==> config.mk <==
export PLATFORM = sky130hd
export DESIGN_NAME = sparse_dense_acc
export DESIGN_NICKNAME = d
export VERILOG_FILES = /design/src/rtl/sda_pkg.sv /design/src/rtl/sda_mask_dec.sv /design/src/rtl/sparse_dense_acc.sv
export SDC_FILE = /design/constraint.sdc
export NUM_CORES = 1
export LEC_CHECK = 0
export ABC_CLOCK_PERIOD_IN_PS = 2400
export CAP_MARGIN = 20
export CORE_MARGIN = 2
export CORE_UTILIZATION = 49
export CTS_BUF_LIST = sky130_fd_sc_hd__clkbuf_8
export CTS_CLUSTER_DIAMETER = 120
export DETAILED_ROUTE_END_ITERATION = 8
export HOLD_SLACK_MARGIN = 0.15
export PLACE_DENSITY = 0.85
export SLEW_MARGIN = 10
export SYNTH_ARGS = -nofsm -noshare
export SYNTH_HDL_FRONTEND = slang
export SYNTH_SLANG_ARGS = --single-unit
==> constraint.sdc <==
create_clock -name clk -period 2.4 [get_ports clk]
set_clock_uncertainty 0.2 [all_clocks]
set_input_delay 0.48 -clock clk [delete_from_list [all_inputs] [get_ports clk]]
set_output_delay 0.48 -clock clk [all_outputs]
set_load 0.02 [all_outputs]
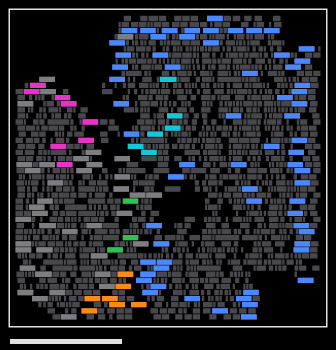
**Above:** run 1 (where the registers sit).
Scale bar: 50 um. Other sequential cells in the stronger gray, the rest of the logic in the fainter gray.
[d_addr] magenta | placed flops: 8
[off_r] cyan | placed flops: 6
[s_addr] orange | placed flops: 7
[d_wdata] blue | placed flops: 64
[state_r] green | placed flops: 3
not colored: 38
sequential cell area share: 0.2066
final core occ: 0.6587
Register Area: 0.002529 mm2
seq pwr: 2160 uW

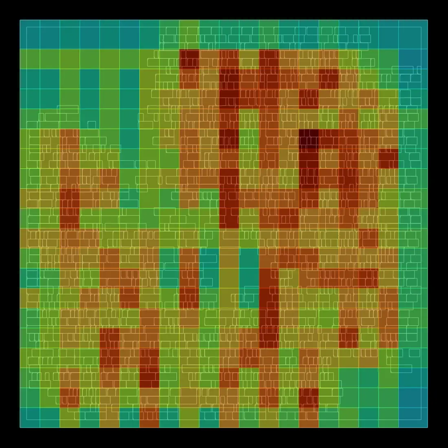
**Above:** run 1 (congestion heat map).
overall routing resource usage: 0.2566
drt wl/cell: 15.30 um
M3 GR Usage: 0.05469
gr busiest metal: met2

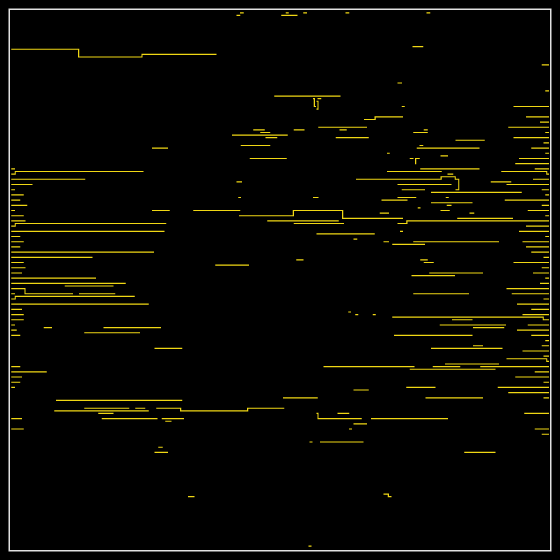
**Above:** run 1 (metal 3).
nets with wire on the layer: 177
main direction: horizontal
share of all routed wire: 6.8%
longest straight run: 39.8 um
wire length on this layer: 1770 um
via count: 9134
WL final: 26040 um

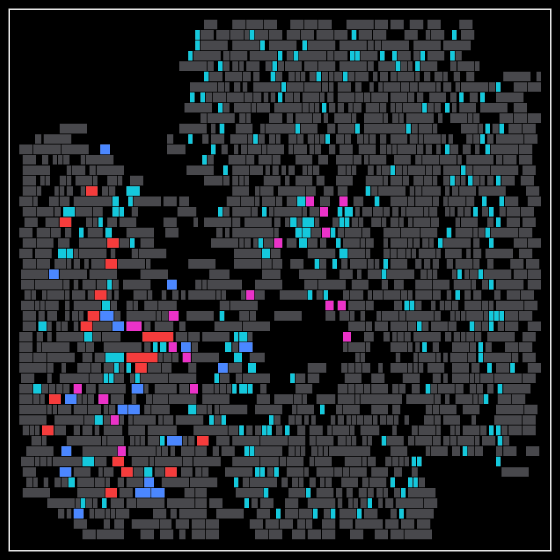
**Above:** run 1 (selected gate families).
[XOR/XNOR gates] red | cells: 17
[AND and OR gates] magenta | cells: 18
[NOR gates] cyan | cells: 188 | where: spread over the die
[AND-OR and OR-AND gates] blue | cells: 19
post-route insts no fill: 1702
Comb area share: 0.5064

==> metrics.cfg <==
[synthesis]
ys_cells = 1270
yosys-top-cells-area = dfxtp_1, ha_1, a21oi_1, nand2_1, nor2_1
synth_seq_share = 0.2737
synthAoiAreaFrac = 0.1763
synthAdderAreaFrac = 0.2012
mux_share = 0.004344
top_cells_by_count = a21oi_1, nand2_1, nor2_1
yosysMostFrequentCell = a21oi_1
yosys_area_mm2 = 0.009218
ys.flop_type = dfxtp_1
ys_ff = 126
ys_sh_simple = 0.2521
synth_top_area_share = 0.2737
yosys.area.top_type = dfxtp_1
ys_sh_xor = 0.01914
ys_types = 61
async_flop_share = 0

[pwr]
seqPwrFrac = 0.410
clkPwrFrac = 0.402
comb_power_share = 0.189
pwr_density_cell_mw_per_mm2 = 431.5
finalPower_uw = 5280
p_sw_frac = 0.2777
internal_power_uw = 3814

[placed_design]
place_ws_ns = -0.5584
hpwl_um = 18780
placed_area_mm2 = 0.01163
place_congestion = 0.8592
place_inst = 1668

[grt]
grt_overflow_total = 0
grt_antenna_before_repair = 0
grt_max_degree = 50
grt_pass1_vias = 8770

[detailed_routing]
via_per_inst = 5.367
drc_errors = 0
dr.pass1.iters = 5
drtIter0Drc = 530
drtAntennaViolNets = 0

[cells_and_area]
comb_area_mm2 = 0.006197
antenna_cells = 0
fill_cells = 1519
area_growth_pct = 32.77
drive_above_1_share = 0.09537

[die]
chipArea_mm2 = 0.01992
dieHeight_um = 141.2
fp.coreArea_mm2 = 0.01858
rows = 50
die_w_um = 141.2
ios = 189

[setup_path]
path_class = flip-flop to flip-flop
path_max_fanout = 5
startpoint_type = flip-flop
reg2reg_slack_ns = -0.11
ff2ff_path_depth = 11

[clock_network]
clk-insertion-delay-late_ns = 0.45
cts_sinks = 126
clk_path_buf_depth = 2
cts-buffers-inserted = 17
cts_root_buf = clkbuf_8
cts.clk_slew.worst_paths_ns = 0.08
htreeDepth = 4

[run_status]
violations = negative setup slack
status = finished, violations left

[sta]
rsz0062_at_grt = true
tns_ns = -0.3934
setup_slack_ns = -0.1051
drv_slew = 0
fin_crit_ns = 2.505
setup_viol = 10
worst_slew_pin_slew_ns = 0.5519
maxSlewHeadroom = 0.6321

[hold_path]
holdPathStages = 2
hp-class = flip-flop to flip-flop

[flow_run]
max_cap_viol_count = 0

==> run 1: metal layers <==
layer,track usage,routed length [um]
met5,0,0
met4,0.09211,706
met1,0.3093,10800
met2,0.4504,12760
met3,0.05469,1772
==> run 1: layout by cell type, fill, tap and decap left out, types with 5 or more instances in the layout <==
| cell type | n |
|---|---|
| and2_1 | 9 |
| xnor2_1 | 9 |
| o21ai_0 | 7 |
| nand4b_1 | 6 |
| nor2_1 | 156 |
| nor2b_1 | 12 |
| buf_12 | 10 |
| clkdlybuf4s50_1 | 186 |
| clkbuf_8 | 20 |
| dfxtp_1 | 121 |
| dfxtp_2 | 5 |
| nand3_2 | 7 |
| o21a_1 | 7 |
| ha_1 | 141 |
| nor3_1 | 9 |
| o21ai_1 | 5 |
| nand2b_1 | 66 |
| a21oi_2 | 5 |
| nand2_1 | 199 |
| o31ai_1 | 5 |
| inv_1 | 78 |
| buf_4 | 51 |
| xor2_1 | 6 |
| nand3_1 | 22 |
| a21oi_1 | 245 |
==> run 1: stage by stage <==
stage	utilization	hold slack, ns
2_1_floorplan	-	0.2377
3_3_place_gp	0.6259	0.2396
3_5_place_dp	0.6259	0.2501
4_1_cts	0.6504	0.2635
5_1_grt	0.6587	0.2847
6_report	0.6587	0.2623
==> run 1: what timing repair did <==
item | 4_1_cts | 5_1_grt
setup endpoints to repair | 2 | 19
endpoints found under the hold margin | 0 | 0
hold buffers | 0 | 0
gates resized | 4 | 26
gates cloned | 0 | 1
pin swaps | 0 | 9
buffers inserted | 0 | 1
==> run 1: power groups by stage <==
stage                     Sequential, uW  Combinational [uW]  Clock, uW
after floorplan                     2220                 531          0
after global placement              2210                 921          0
after detailed placement            2210                 955          0
after CTS                           2160                 968       2150
after global routing                2170                1100       2240
final                               2160                 995       2120
==> run 1: worst max-delay path: stages, from the launching register on <==
cell     delay (ns)
dfxtp_2        0.34
ha_4           0.17
nor2b_1        0.13
or2_1          0.25
ha_4           0.22
nor2b_2        0.15
o31a_1         0.27
o21a_1         0.18
nor2_2         0.09
xnor2_1        0.12
mux2i_1        0.09
o31ai_1        0.19
==> run 1: kinds of logic (layout without fill, tap and decap cells) <==
group,after synthesis,in the layout
AND-OR/OR-AND,299,299
adder cells (fa/ha/maj),147,147
XOR/XNOR,17,17
multiplexers,4,4
other,1,1
flip-flops,126,126
AND/OR/NAND/NOR,515,515
buffers and inverters,161,359
==> run 1: layout make-up <==
type                       instances  area share
clock buffer                      20     0.02249
timing repair buffer             249      0.2027
multi-input combinational        983      0.5064
inverter                          78     0.02403
clock inverter                    12     0.01380
tap                              234     0.02392
sequential                       126      0.2066
No activity file was given, so power comes from the tool's default toggle rates.
